### Signal wires on met1, run 1

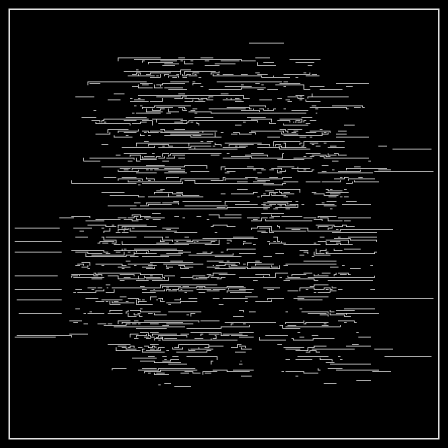
### Met2 routing, run 1

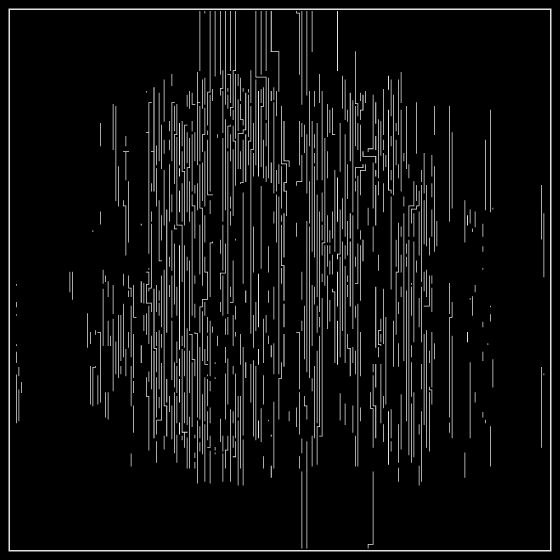
### Metal 3, run 1

Scale bar: 20 µm. Cells faint in the background.
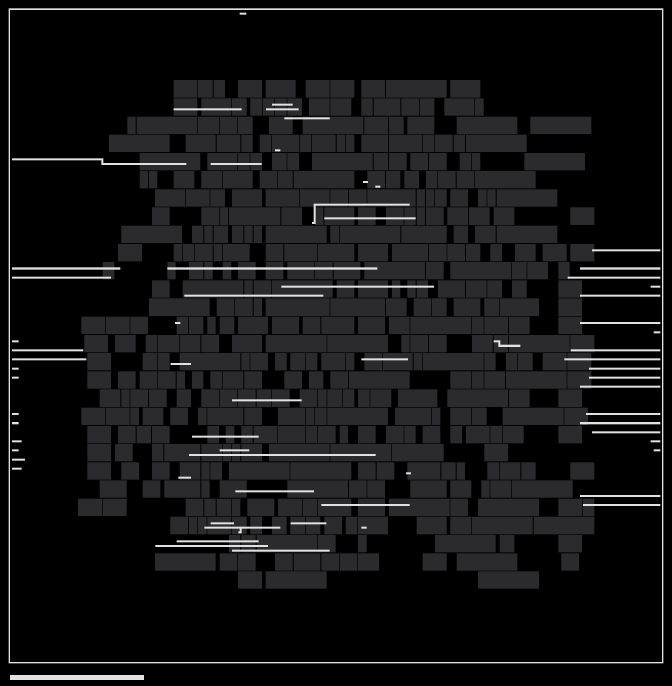
<file path="src/rtl/tx_frame_ctrl.sv">
// -----------------------------------------------------------------------------
// tx_frame_ctrl
//
// Transmit framing controller. Sequences one Ethernet frame (without preamble
// or FCS) onto an 8-bit AXI-Stream master: HDR_BYTES header bytes taken from an
// external 112-bit header shift register, then a generated payload whose
// length is latched (and clamped) at start.
//
// Optional feature macro: TX_PRBS_PAYLOAD_EN
//   undefined : payload is an incrementing byte starting at 0x00 each frame
//   defined   : payload is an 8-bit Fibonacci LFSR seeded with 0xFF each frame
//
// Ports:
//   clk, rst_n          clock, asynchronous active-low reset
//   start, payload_len  frame request and its payload length (sampled in IDLE)
//   header_bits         current header byte from the shift register
//   shift_wr, shift_en  header shift-register load / rotate strobes
//   tx_tdata/tvalid/tlast, tx_tready   AXI-Stream master toward the MAC
//   busy                high whenever not IDLE
//   frame_done          one-cycle pulse, first GAP cycle after the last beat
//   frame_count         completed frames, wraps at 0xFFFF
// -----------------------------------------------------------------------------
module tx_frame_ctrl #(
    parameter int HDR_BYTES  = 14,
    parameter int LEN_W      = 11,
    parameter int GAP_CYCLES = 12,
    parameter int MIN_LEN    = 46,
    parameter int MAX_LEN    = 1500
) (
    input  logic             clk,
    input  logic             rst_n,
    input  logic             start,
    input  logic [LEN_W-1:0] payload_len,
    input  logic [7:0]       header_bits,
    output logic             shift_wr,
    output logic             shift_en,
    output logic [7:0]       tx_tdata,
    output logic             tx_tvalid,
    output logic             tx_tlast,
    input  logic             tx_tready,
    output logic             busy,
    output logic             frame_done,
    output logic [15:0]      frame_count
);

    localparam int GAP_W = $clog2(GAP_CYCLES + 1);

    typedef enum logic [1:0] {
        S_IDLE,
        S_HEADER,
        S_PAYLOAD,
        S_GAP
    } state_t;

`ifdef TX_PRBS_PAYLOAD_EN
    localparam logic [7:0] PAY_SEED = 8'hFF;

    function automatic logic [7:0] pay_next(input logic [7:0] v);
        return {v[6:0], v[7] ^ v[5] ^ v[4] ^ v[3]};
    endfunction
`else
    localparam logic [7:0] PAY_SEED = 8'h00;

    function automatic logic [7:0] pay_next(input logic [7:0] v);
        return v + 8'd1;
    endfunction
`endif

    state_t             state, state_nxt;
    logic [3:0]         beat_cnt;
    logic [LEN_W-1:0]   byte_cnt;
    logic [LEN_W-1:0]   len_clamped;
    logic [7:0]         pay_q;
    logic [GAP_W-1:0]   gap_cnt;
    logic               hs;

    // tvalid/tlast are decoded straight from the state register, so an
    // asynchronous reset removes tvalid immediately without waiting for a clock.
    assign hs   = tx_tvalid & tx_tready;
    assign busy = (state != S_IDLE);

    always_comb begin
        if (payload_len < LEN_W'(MIN_LEN))
            len_clamped = LEN_W'(MIN_LEN);
        else if (payload_len > LEN_W'(MAX_LEN))
            len_clamped = LEN_W'(MAX_LEN);
        else
            len_clamped = payload_len;
    end

    // NOTE: every output of this block gets a default before the case so that
    // no path leaves a signal unassigned, which would infer a latch.
    always_comb begin
        state_nxt = state;
        shift_wr  = 1'b0;
        shift_en  = 1'b0;
        tx_tvalid = 1'b0;
        tx_tlast  = 1'b0;
        tx_tdata  = 8'h00;
        case (state)
            S_IDLE: begin
                shift_wr = start;
                if (start)
                    state_nxt = S_HEADER;
            end
            S_HEADER: begin
                tx_tvalid = 1'b1;
                tx_tdata  = header_bits;
                // header_bits only moves on shift_en, so data is stable under stall
                shift_en  = tx_tready;
                if (tx_tready && beat_cnt == 4'(HDR_BYTES - 1))
                    state_nxt = S_PAYLOAD;
            end
            S_PAYLOAD: begin
                tx_tvalid = 1'b1;
                tx_tdata  = pay_q;
                tx_tlast  = (byte_cnt == LEN_W'(1));
                if (tx_tready && tx_tlast)
                    state_nxt = S_GAP;
            end
            S_GAP: begin
                if (gap_cnt == GAP_W'(GAP_CYCLES - 1))
                    state_nxt = S_IDLE;
            end
            default: state_nxt = S_IDLE;
        endcase
    end

    // NOTE: all sequential state uses non-blocking assignments so every
    // register samples the pre-edge values regardless of statement order.
    always_ff @(posedge clk or negedge rst_n) begin
        if (!rst_n)
            state <= S_IDLE;
        else
            state <= state_nxt;
    end

    always_ff @(posedge clk or negedge rst_n) begin
        if (!rst_n) begin
            beat_cnt    <= '0;
            byte_cnt    <= '0;
            pay_q       <= '0;
            gap_cnt     <= '0;
            frame_done  <= 1'b0;
            frame_count <= '0;
        end else begin
            frame_done <= (state == S_PAYLOAD) && hs && tx_tlast;
            if ((state == S_PAYLOAD) && hs && tx_tlast)
                frame_count <= frame_count + 16'd1;

            case (state)
                S_IDLE: begin
                    if (start) begin
                        beat_cnt <= '0;
                        byte_cnt <= len_clamped;
                        pay_q    <= PAY_SEED;
                    end
                end
                S_HEADER: begin
                    if (hs)
                        beat_cnt <= beat_cnt + 4'd1;
                end
                S_PAYLOAD: begin
                    gap_cnt <= '0;
                    if (hs) begin
                        byte_cnt <= byte_cnt - LEN_W'(1);
                        pay_q    <= pay_next(pay_q);
                    end
                end
                S_GAP: begin
                    gap_cnt <= gap_cnt + GAP_W'(1);
                end
                default: ;
            endcase
        end
    end

endmodule

</file>
<file path="config.mk">
export PLATFORM = sky130hd
export DESIGN_NAME = tx_frame_ctrl
export DESIGN_NICKNAME = d
export VERILOG_FILES = /design/src/rtl/tx_frame_ctrl.sv
export SDC_FILE = /design/constraint.sdc
export NUM_CORES = 1
export LEC_CHECK = 0
export CORE_MARGIN = 10
export CORE_UTILIZATION = 47
export DETAILED_ROUTE_END_ITERATION = 10
export PLACE_DENSITY = 0.81
export REMOVE_ABC_BUFFERS = 1
export SLEW_MARGIN = 0
export SYNTH_ARGS = -nofsm -noshare
export SYNTH_HDL_FRONTEND = slang
export SYNTH_SLANG_ARGS = --single-unit
export TNS_END_PERCENT = 50
</file>
<file path="constraint.sdc">
create_clock -name clk -period 1.9 [get_ports clk]
set_input_delay 0.38 -clock clk [delete_from_list [all_inputs] [get_ports clk]]
set_output_delay 0.38 -clock clk [all_outputs]
set_load 0.01 [all_outputs]
</file>
==> notes.md, run 1 <==
* byte_cnt[6] — worst flop-to-flop path endpoint
* -110 ps — register-to-register setup slack
* register to primary output — CP Class
* 9.528 µm² — Mapped Avg Cell Area
* 0.4082 — Top cell area share
* 0.1548 — AND-OR/OR-AND share of the synthesized area
* 17.24 µm — wire length per cell
* 2820 µm² — area reported by Yosys stat
* logic gates — dominant kind of cell by area
* 0.638 — logic gate share of total power
* simple AND/OR/NAND/NOR gates — Main logic family
* 163.5 ps — Final Hold Slack
* -1153 ps — sum of negative setup slack
* 18 — final number of setup-violating endpoints
* 0.4082 — share of synthesized area occupied by flip-flops and latches
* 5886 µm² — placeable core area
* 61 x sky130_fd_sc_hd__buf_4, 45 x sky130_fd_sc_hd__dfrtp_1, 38 x sky130_fd_sc_hd__clkdlybuf4s50_1 — most frequent cells in the layout
* 1340 nW/µm² — ratio of total power to cell area
* 0.2726 — register share of the cell area
* true — unrepaired setup endpoints after global routing
* 5 — clock buffers created by TritonCTS
* 0.02250 — relative area of clock buffers and inverters in the final design
* 9498 µm² — Die ar.
* finished with violations — result of the run
* 1.092 — Tcrit/Tclk final
* 0 — hold-fix buffer count after cts
* met2 — Most Used Layer, Global Route
* sky130_fd_sc_hd__clkbuf_8 — master cell of the clock root buffer
* 0.03549 — multiplexer fraction of the synthesized cell area
* 224 — Logic Gate Count
* state[1] — RR Startpoint
* 0 — remaining antenna violation count after routing
* primary input to asynchronous set/reset pin — class of the worst hold path
* 8480 µm — total length of routed wires
* 2 — CTS H-tree depth
* 401 — number of fill cells
* 4307 µm — Detail Route met2 WL
* 1747 µm² — multi-input logic area
* 11.16 ps — Clock Skew
* 0 — DRC errors left
* sky130_fd_sc_hd__buf_4 — most common library cell in the layout ignoring fill and taps
* met4 — uppermost routed layer
* 52 — port bufs
* 2075 ps — Final Critical Period
* 0.9214 — final weighted congestion in routability-driven placement
* 159 — violation count after the first detailed-routing iteration
* 0 — count of yosys warnings during synthesis
* 6 — tally of clock buffers in the finished layout
* 2290 µW — sw power
* 0.6099 — Max-Slew Margin vs Limit
* 126 — count of non-CTS buffers in the layout
* register — Setup crit start kind
* 0.2578 — buffer share of cell area
* 2839 — number of global-route vias before repair
* 0.001867 µW — total leakage power
* 0.3237 — share of cells above drive strength 1
* 310 ps — clock latency of the later-clocked register in the worst-skew pair
* 0.4820 GHz — highest clock rate
* sky130_fd_sc_hd__dfrtp_1 — library cell with the largest summed area after synthesis
* 5663 µW — overall power consumption
* 0 — initial antenna violation count
* 97.46 µm — die outline width
* sky130_fd_sc_hd__dfrtp_1 — main flop type after synthesis
* 46 — Synth flops
* 2 — maximum root-to-sink buffer count
* 6047 µm — DPL Wire Length
* 1.000 — post-synthesis async set-or-reset flop share
* 13 — number of inverters outside the clock class in the layout
* 0 — number of hold violations in the final report
* 46 — number of sinks driven by the clock tree
* 585.1 ps — actual slew at the worst max-slew pin
* 0 — pins over their slew limit
* 6 — maximum net fanout on the critical path
* 0.06522 — xor and xnor fraction of the mapped netlist area
* 8 — reg2reg path depth
* 296 — number of standard cells after synthesis
* 4 — number of iterations in the first detailed-routing pass
* 1152 µm² — area taken by flip-flops and latches
* 0 — Max Cap Viol
* sky130_fd_sc_hd__dfrtp_1 41%, sky130_fd_sc_hd__xnor2_1 6.2%, sky130_fd_sc_hd__ha_1 5.3%, sky130_fd_sc_hd__nand3_1 3.0%, sky130_fd_sc_hd__nand2_1 2.9% — top cells, area
* 5.677 — per-cell via count in the routed design
* 49.87% — area delta synth->final
* sky130_fd_sc_hd__dfrtp_1 — most frequently used cell type in the post-synthesis netlist
* 0.7181 — final core area utilization
* 0.04196 — met3 track demand over resource in global routing
* 2820 µm² — area of the mapped netlist
* 53 — number of placed I/O pins
* 2793 — vias after detailed routing
* 0.0005872 V — Worst IR Drop VDD
* primary output — category of the worst setup path capture point
* 28 — number of cell rows
* -174.7 ps — Final WS setup
* 0.2918 — GR Layer Usage met2
* 3472 µm — sum of routed wire segments on met1
* 1690 ps — arrival time worst endpoint
* built — CTS tree
* 0.1641 — global routing usage summed across all routing layers
* 0.248 — sequential fraction of design power
* 0 — number of antenna repair diodes
* 0.2453 — simple-gate share of the synthesized area
* 0.4792 — starting density of the core
* 0 — flip-flops with a built-in enable
* 13280 µm — global-route wire length before repair
* 0.1850 — met1 capacity usage during global routing
* 1520 ps — required time of the worst setup path
* 0.05324 — area fraction in full adders, half adders and majority gates
* 97.46 µm — die boundary height
* 90 ps — clock-pin slew on the worst setup and hold paths
* 555 µm — routed length on met3
* 0 — residual overflow from global routing
* 296 — cell total in the yosys stat output
* 46 — num sequential
* 46 x sky130_fd_sc_hd__dfrtp_1, 22 x sky130_fd_sc_hd__nand2_1, 20 x sky130_fd_sc_hd__xnor2_1 — cell types with the highest counts after synthesis
* 55 — count of distinct cell types in the synthesized netlist
* 3373 µW — internal power summed over all cells
* 75 — inserted tap cell count
* 0.4044 — switching power share of the total
* 33 — tool warnings
* 0.4133 — logic share of the area
* negative setup slack — violations in the final reports
* 0.115 — share of total power in the clock network
* 451 — post-layout net count
* 47 — maximum number of pins on one net before global-route repair
## Picture notes: 'Signal wires on met1'
The layer holds 41% of the routed length. The longest straight run is 24.4 µm.

## Picture notes: 'Met2 routing'
The layer holds 51% of the routed length. 390 nets have wire on it. The wires run mostly vertical.

## Picture notes: 'Metal 3'
The longest straight run is 31.0 µm. 56 nets have wire on it. The layer carries 555 µm of wire.

==> run 1: registers in the layout, indices dropped and copies added, names as in the netlist <==
name,count
frame_done,1
frame_count,16
beat_cnt,4
pay_q,8
byte_cnt,11
gap_cnt,4
state,2
==> run 1: power groups by stage <==
stage	sequential [µW]	combinational, µW	clock (µW)
2_1_floorplan	1420	1400	0
3_3_place_gp	1380	2870	0
3_5_place_dp	1390	2960	0
4_1_cts	1380	3210	645
5_1_grt	1440	3870	690
6_report	1400	3610	649
==> run 1: worst max path at each step <==
stage | startpoint | to | slack, ps | depth (start not counted)
finish | state[1] | tx_tdata[2] | -170 | 7
global route | state[1] | tx_tdata[2] | -210 | 7
CTS | state[1] | tx_tdata[5] | -160 | 6
detailed placement | state[1] | byte_cnt[6] | -320 | 8
global placement | byte_cnt[7] | tx_tlast | -240 | 3
floorplan | state[0] | byte_cnt[3] | -700 | 6
==> run 1: worst max-delay path: stages, from the launching register on <==
cell and delay (ps):
sky130_fd_sc_hd__dfrtp_2 450, sky130_fd_sc_hd__buf_6 130, sky130_fd_sc_hd__ha_4 190, sky130_fd_sc_hd__buf_12 140, sky130_fd_sc_hd__buf_6 110, sky130_fd_sc_hd__a22oi_2 150
sky130_fd_sc_hd__nor2b_1 70, sky130_fd_sc_hd__buf_2 140
==> run 1: timing repair <==
item | in CTS | in global routing
gates cloned | 0 | 1
setup endpoints to repair | 35 | 42
pin swaps | 5 | 9
buffers inserted | 5 | 3
resized | 67 | 30
==> run 1: metrics by stage <==
step           area [µm²]  cells  worst slack (ps)
2_1_floorplan        2763    283            -702.4
3_3_place_gp         3860    475            -239.0
3_5_place_dp         3860    475            -316.5
4_1_cts              4075    488            -157.7
5_1_grt              4227    492            -211.1
6_report             4227    492            -174.7
==> run 2, diff against run 1 <==
CORE_ASPECT_RATIO = 0.8   (was not set)
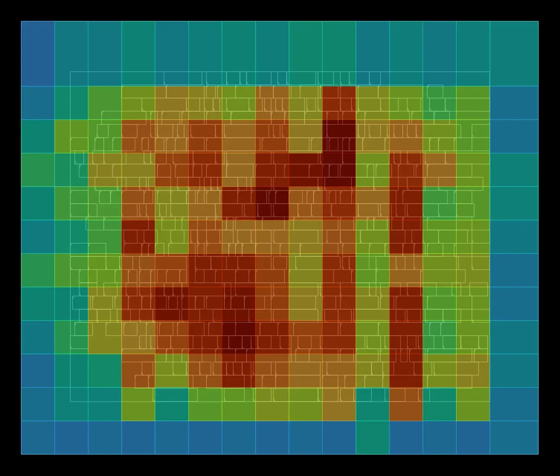
*Track usage over the die, run 2*
met3 track demand over resource in global routing: 0.05115
GR Layer Usage met2: 0.3164
met1 capacity usage during global routing: 0.2142

==> run 2 against run 1 <==
The flow still finishes with violations (negative setup slack). Worst hold slack lost 12 ps. Clock-buffer cell count unchanged. Total power rose by 15%. First-iteration DRC count up 58%. Critical path type unchanged. Largest cell class unchanged. Highest routed layer unchanged.
==> notes.md, run 2 <==
* 0 — pins over their slew limit, unchanged
* sky130_fd_sc_hd__dfrtp_1 — main flop type after synthesis
* 14100 µm — global-route wire length before repair, +6.1%
* -225.2 ps — Final WS setup, -50.44 ps
* 1750 ps — arrival time worst endpoint, +60 ps
* 89.29 µm — die boundary height, -8.4%
* 53 — number of placed I/O pins, unchanged
* 2820 µm² — area of the mapped netlist, unchanged
* 3830 µm² — post-place instance area, -0.78%
* 30 — final number of setup-violating endpoints, +12
* 20.19 µm — wire length per cell, +17%
* 46 x sky130_fd_sc_hd__dfrtp_1, 22 x sky130_fd_sc_hd__nand2_1, 20 x sky130_fd_sc_hd__xnor2_1 — cell types with the highest counts after synthesis
* 55 — count of distinct cell types in the synthesized netlist, unchanged
* negative setup slack — violations in the final reports
* 100 ps — clock-pin slew on the worst setup and hold paths, about the same
* 0.8924 — final weighted congestion in routability-driven placement, -3.1%
* 0.001981 µW — total leakage power, +6.1%
* 0.218 — sequential fraction of design power, -0.030
* sky130_fd_sc_hd__dfrtp_1 — library cell with the largest summed area after synthesis
* 0.4147 — share of cells above drive strength 1, +0.09095
* 2762 µW — sw power, +21%
* 320 ps — clock latency of the later-clocked register in the worst-skew pair, about the same
* -160 ps — register-to-register setup slack, -50 ps
* 0.1811 — global routing usage summed across all routing layers, +0.01700
* 1420 µW — power in sequential cells, about the same
* 106.6 µm — die outline width, +9.4%
* 0.665 — logic gate share of total power, +0.027
* 5011 µm — Detail Route met2 WL, +16%
* register — Setup crit start kind
* 2 — maximum root-to-sink buffer count, unchanged
* 5 — number of iterations in the first detailed-routing pass, +1
* 16 — number of flip-flops under the largest register name, unchanged
* 2954 — number of global-route vias before repair, +4.1%
* simple AND/OR/NAND/NOR gates — Main logic family
* 386 — number of fill cells, -3.7%
* 9518 µm² — Die ar., +0.21%
* byte_cnt[9] — worst flop-to-flop path endpoint
* met2 — Most Used Layer, Global Route
* sky130_fd_sc_hd__buf_4 — most common library cell in the layout ignoring fill and taps
* sky130_fd_sc_hd__dfrtp_1 41%, sky130_fd_sc_hd__xnor2_1 6.2%, sky130_fd_sc_hd__ha_1 5.3%, sky130_fd_sc_hd__nand3_1 3.0%, sky130_fd_sc_hd__nand2_1 2.9% — top cells, area
* 0.4082 — Top cell area share, unchanged
* 0 — initial antenna violation count, unchanged
* 90 — post-cts resize count, +34%
* combinational logic — leading power group
* 296 — cell total in the yosys stat output, unchanged
* primary input to asynchronous set/reset pin — class of the worst hold path
* 10160 µm — total length of routed wires, +20%
* 0.0008516 V — Worst IR Drop VDD, +45%
* 2125 ps — Final Critical Period, +50.44 ps
* 5881 µm² — placeable core area, about the same
* 47 — maximum number of pins on one net before global-route repair, unchanged
* 25 — number of cell rows, -11%
* register to primary output — CP Class
* 0.4706 GHz — highest clock rate, -2.4%
* 5 — clock buffers created by TritonCTS, unchanged
* 6.103 — per-cell via count in the routed design, +7.5%
* 9.528 µm² — Mapped Avg Cell Area, unchanged
* 0.06522 — xor and xnor fraction of the mapped netlist area, unchanged
* 62.73% — area delta synth->final
* 61 x sky130_fd_sc_hd__buf_4, 45 x sky130_fd_sc_hd__dfrtp_1, 38 x sky130_fd_sc_hd__clkdlybuf4s50_1 — most frequent cells in the layout
* 3967 µm — sum of routed wire segments on met1, +14%
* 0 — flip-flops with a built-in enable, unchanged
* 10.52 ps — Clock Skew, -0.6351 ps
* 5 — # Post-CTS Setup Buffers, unchanged
* 810 µm — routed length on met3, +46%
* -416.6 ps — pre-CTS setup slack, -100.1 ps
* 1520 ps — required time of the worst setup path, about the same
* 0.4238 — switching power share of the total, +0.01942
* finished with violations — result of the run
* 0 — DRC errors left, unchanged
* 0 — residual overflow from global routing, unchanged
* 593.3 ps — actual slew at the worst max-slew pin, +8.208 ps
* 4330 µW — Comb power, +20%
* true — unrepaired setup endpoints after global routing
* 1.119 — Tcrit/Tclk final, +0.02655
* 762 µW — clock distribution power, +17%
* 0.05324 — area fraction in full adders, half adders and majority gates, unchanged
* sky130_fd_sc_hd__dfrtp_1 — most frequently used cell type in the post-synthesis netlist
* 52 — port bufs, unchanged
* 46 — Synth flops, unchanged
* built — CTS tree
* 0 — Max Cap Viol, unchanged
* 0 — hold-fix buffer count after cts, unchanged
* -1861 ps — sum of negative setup slack, -708.0 ps
* 9 — reg2reg path depth, +1
* 0.1548 — AND-OR/OR-AND share of the synthesized area, unchanged
* 3070 — vias after detailed routing, +9.9%
* 3755 µW — internal power summed over all cells, +11%
* primary output — category of the worst setup path capture point
* 2 — CTS H-tree depth, unchanged
* met4 — uppermost routed layer
* 0.4082 — share of synthesized area occupied by flip-flops and latches, unchanged
* 46 — number of sinks driven by the clock tree, unchanged
* 0.117 — share of total power in the clock network, +0.002
* 296 — number of standard cells after synthesis, unchanged
* 0 — number of hold violations in the final report, unchanged
* 251 — violation count after the first detailed-routing iteration, +58%
* 0 — number of antenna repair diodes, unchanged
* 2 — maximum net fanout on the critical path, -4
* 0.4796 — starting density of the core, about the same
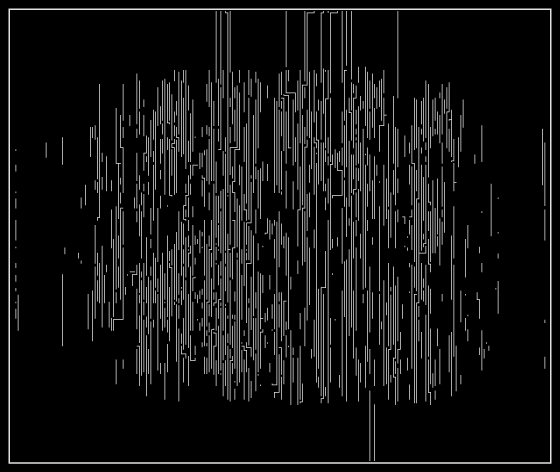
*Met2 routing, run 2*
The layer holds 49% of the routed length. The longest straight run is 43.2 µm. 422 nets have wire on it.

## run 2: cell types whose count changed in the layout (fill, tap and decap cells not counted), moves of 3 or more
cell,delta
sky130_fd_sc_hd__nand3_1,-4
sky130_fd_sc_hd__nor2b_1,-4
sky130_fd_sc_hd__a211oi_2,+3
sky130_fd_sc_hd__nor4_4,+4
sky130_fd_sc_hd__nor2b_4,+4
sky130_fd_sc_hd__nor4_1,-5
sky130_fd_sc_hd__a211oi_1,-3
sky130_fd_sc_hd__buf_6,+6
sky130_fd_sc_hd__nor3_1,-3
## run 2: worst max-delay path by stage
stage | cells after the start | to | slack [ps] | startpoint
final | 3 | tx_tlast | -230 | byte_cnt[4]
after global placement | 3 | tx_tlast | -350 | byte_cnt[7]
after global routing | 3 | tx_tlast | -280 | byte_cnt[4]
after floorplan | 6 | byte_cnt[3] | -700 | state[0]
after CTS | 3 | tx_tlast | -210 | byte_cnt[2]
after detailed placement | 3 | tx_tlast | -420 | byte_cnt[7]
## run 2: metrics by stage
step                      power, µW  std cells  hold slack, ps
after detailed placement       4253        476           477.7
after global placement         4163        476           460.5
after floorplan                2822        283           84.41
after global routing           6808        503           190.6
final                          6517        503           151.5
after CTS                      5503        491           169.1
## run 2: worst max-delay path, cell delays in order, from the launching register on
cell                      delay [ps]
sky130_fd_sc_hd__dfrtp_1         400
sky130_fd_sc_hd__or4_4           570
sky130_fd_sc_hd__nor4_4          300
sky130_fd_sc_hd__buf_2           180
## run 2: final cells by class
class	instances	area, µm²	share of cell area
Multi-Input combinational cell	225	2038	0.4441
Clock inverter	2	37.54	0.008179
Sequential cell	46	1152	0.2511
Clock buffer	6	72.57	0.01581
Inverter	13	48.80	0.01063
Tap cell	81	101.3	0.02208
Timing Repair Buffer	130	1139	0.2481
==> run 3, diff against run 2 <==
CAP_MARGIN = 20   (was not set)
CORE_ASPECT_RATIO = not set   (was 0.8)
SETUP_SLACK_MARGIN = 0.15   (was not set)
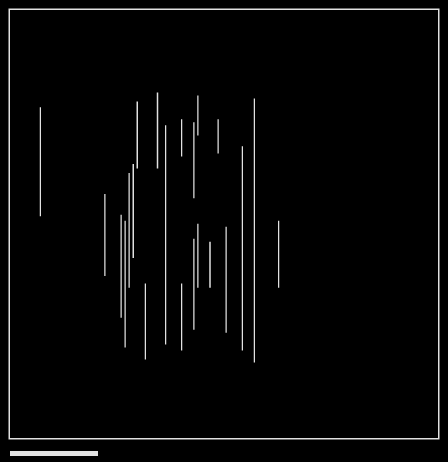
*Signal wires on met4, run 3*
Scale bar: 20 µm.
The wires run mostly vertical. The layer holds 4.6% of the routed length. 22 nets have wire on it.

==> run 3 against run 2 <==
The run still ends with negative setup slack left. Synthesized cell count stayed put. Clock power shrank 13%. Sequential share of layout area down 0.38 points. Register-to-register slack better by 40 ps. Global-route usage grew 2.1 points. Non-clock buffer count increased by 10. Critical path depth is the same. Highest routed layer unchanged.
==> notes.md, run 3 <==
* 6920 µW — overall power consumption, +6.2%
* 0.4792 — starting density of the core, about the same
* sky130_fd_sc_hd__dfrtp_1 — main flop type after synthesis
* 0.002011 µW — total leakage power, +1.5%
* 28 — number of cell rows, +12%
* primary output — category of the worst setup path capture point
* 171.4 ps — Final Hold Slack, +19.82 ps
* 140 — count of non-CTS buffers in the layout, +7.7%
* sky130_fd_sc_hd__dfrtp_1 41%, sky130_fd_sc_hd__xnor2_1 6.2%, sky130_fd_sc_hd__ha_1 5.3%, sky130_fd_sc_hd__nand3_1 3.0%, sky130_fd_sc_hd__nand2_1 2.9% — top cells, area
* 2 — maximum root-to-sink buffer count, unchanged
* 21.00 µm — wire length per cell, +4.0%
* 6.110 — per-cell via count in the routed design, +0.12%
* 310 ps — clock latency of the later-clocked register in the worst-skew pair, about the same
* byte_cnt[6] — worst flop-to-flop path endpoint
* 0.02040 — relative area of clock buffers and inverters in the final design, -0.003589
* primary input to asynchronous set/reset pin — class of the worst hold path
* 9498 µm² — Die ar., -0.21%
* 5 — number of iterations in the first detailed-routing pass, unchanged
* -184.2 ps — Final WS setup, +40.95 ps
* 3860 µm² — post-place instance area, +0.78%
* 10650 µm — total length of routed wires, +4.8%
* -316.5 ps — pre-CTS setup slack, +100.1 ps
* 53 — number of placed I/O pins, unchanged
* finished with violations — result of the run
* 100 ps — clock-pin slew on the worst setup and hold paths, about the same
* 0.4260 — logic share of the area, -0.01807
* 0 — number of antenna repair diodes, unchanged
* 617.5 ps — actual slew at the worst max-slew pin, +24.25 ps
* 0 — initial antenna violation count, unchanged
* 0.096 — share of total power in the clock network, -0.021
* 296 — number of standard cells after synthesis, unchanged
* sky130_fd_sc_hd__dfrtp_1 — library cell with the largest summed area after synthesis
* 5 — clock buffers created by TritonCTS, unchanged
* 46 — num sequential, unchanged
* -120 ps — register-to-register setup slack, +40 ps
* 0 — number of hold violations in the final report, unchanged
* 9.528 µm² — Mapped Avg Cell Area, unchanged
* 0.4798 GHz — highest clock rate, +2.0%
* logic gates — dominant kind of cell by area
* 1700 ps — arrival time worst endpoint, -50 ps
* 507 — number of standard cells in the final layout excluding fillers, +0.80%
* 0.4263 — switching power share of the total, +0.002541
* 0.0007272 V — Worst IR Drop VDD, -15%
* 0 — residual overflow from global routing, unchanged
* 3098 — vias after detailed routing, +0.91%
* 52 — port bufs, unchanged
* 47 — maximum number of pins on one net before global-route repair, unchanged
* 1986 µm² — multi-input logic area, -2.6%
* 1520 ps — required time of the worst setup path, about the same
* 8 — reg2reg path depth, -1
* 3969 µW — internal power summed over all cells, +5.7%
* 65.26% — area delta synth->final
* sky130_fd_sc_hd__buf_4 — most common library cell in the layout ignoring fill and taps
* 324 — number of fill cells, -16%
* negative setup slack — violations in the final reports
* built — CTS tree
* 276 — violation count after the first detailed-routing iteration, +10%
* 2820 µm² — area of the mapped netlist, unchanged
* 0.9214 — final weighted congestion in routability-driven placement, +3.2%
* 0 — pins over their slew limit, unchanged
* 0.2472 — register share of the cell area, -0.003842
* 1152 µm² — area taken by flip-flops and latches, unchanged
* 28 — final number of setup-violating endpoints, -6.7%
* 0.2017 — global routing usage summed across all routing layers, +0.02064
* 475 — cell total after placement, -0.21%
* 0 — Max Cap Viol, unchanged
* 6 — tally of clock buffers in the finished layout, unchanged
* 2 — maximum net fanout on the critical path, unchanged
* 5886 µm² — placeable core area, about the same
* 46 — Synth flops, unchanged
* 13.89 ps — Clock Skew, +3.367 ps
* 1.097 — Tcrit/Tclk final, -0.02155
* register — Setup crit start kind
* 55 — count of distinct cell types in the synthesized netlist, unchanged
* 16000 µm — global-route wire length before repair, +14%
* 2 — CTS H-tree depth, unchanged
* 2950 µW — sw power, +6.8%
* 3165 — number of global-route vias before repair, +7.1%
* 16 — number of flip-flops under the largest register name, unchanged
* -2010 ps — sum of negative setup slack, -149.9 ps
* 296 — cell total in the yosys stat output, unchanged
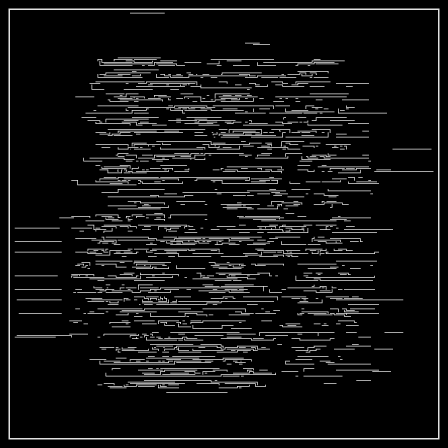
*Signal wires on met1, run 3*
The longest straight run is 26.2 µm. The layer carries 4070 µm of wire. The wires run mostly horizontal. 422 nets have wire on it. The layer holds 38% of the routed length.

-- run 3: cell counts after synthesis --
No cell type changed its count.
-- run 3: timing repair --
| item | in CTS | in global routing |
|---|---|---|
| pin swaps | 30 | 32 |
| setup endpoints to repair | 54 | 55 |
| setup buffers | 16 | 5 |
| gates resized | 145 | 35 |
| hold endpoints to repair | 0 | 0 |
| cloned | 3 | 0 |
-- run 3: cell families after synthesis --
logic type	count (synthesis)	share of synthesized area
AND/OR/NAND/NOR	122	0.2453
AND-OR/OR-AND	60	0.1548
flip-flops	46	0.4082
buffers and inverters	26	0.03771
XOR/XNOR	21	0.06522
adder cells (fa/ha/maj)	12	0.05324
multiplexers	9	0.03549
-- run 3: power by group through the flow --
stage	clock (µW)	sequential (µW)	combinational [µW]
4_1_cts	645	1390	4150
6_report	662	1440	4820
3_3_place_gp	0	1380	2870
5_1_grt	697	1460	5010
2_1_floorplan	0	1420	1400
3_5_place_dp	0	1390	2960
-- run 3: routing by layer --
layer  routed length, µm  global-route usage  up-vias
li1                    -                   -     1367
met1                4067              0.2277     1499
met2                5326              0.3505      186
met3                 766             0.04410       46
met4                 486             0.09620        0
met5                   0                   0        -
-- run 3: worst max-delay path: stages (launching register included) --
cell                      delay (ps)
sky130_fd_sc_hd__dfrtp_1         400
sky130_fd_sc_hd__or4_4           540
sky130_fd_sc_hd__nor4_2          270
sky130_fd_sc_hd__buf_2           170
-- run 3: worst max path at each step --
stage / slack (ps) / to / from / cells past startpoint
finish: -180 / tx_tlast / byte_cnt[5] / 3
global route: -230 / tx_tlast / state[0] / 6
CTS: -140 / tx_tlast / byte_cnt[5] / 3
detailed placement: -320 / byte_cnt[6] / state[1] / 8
global placement: -240 / tx_tlast / byte_cnt[7] / 3
floorplan: -700 / byte_cnt[3] / state[0] / 6
Power and IR drop assume default switching activity.
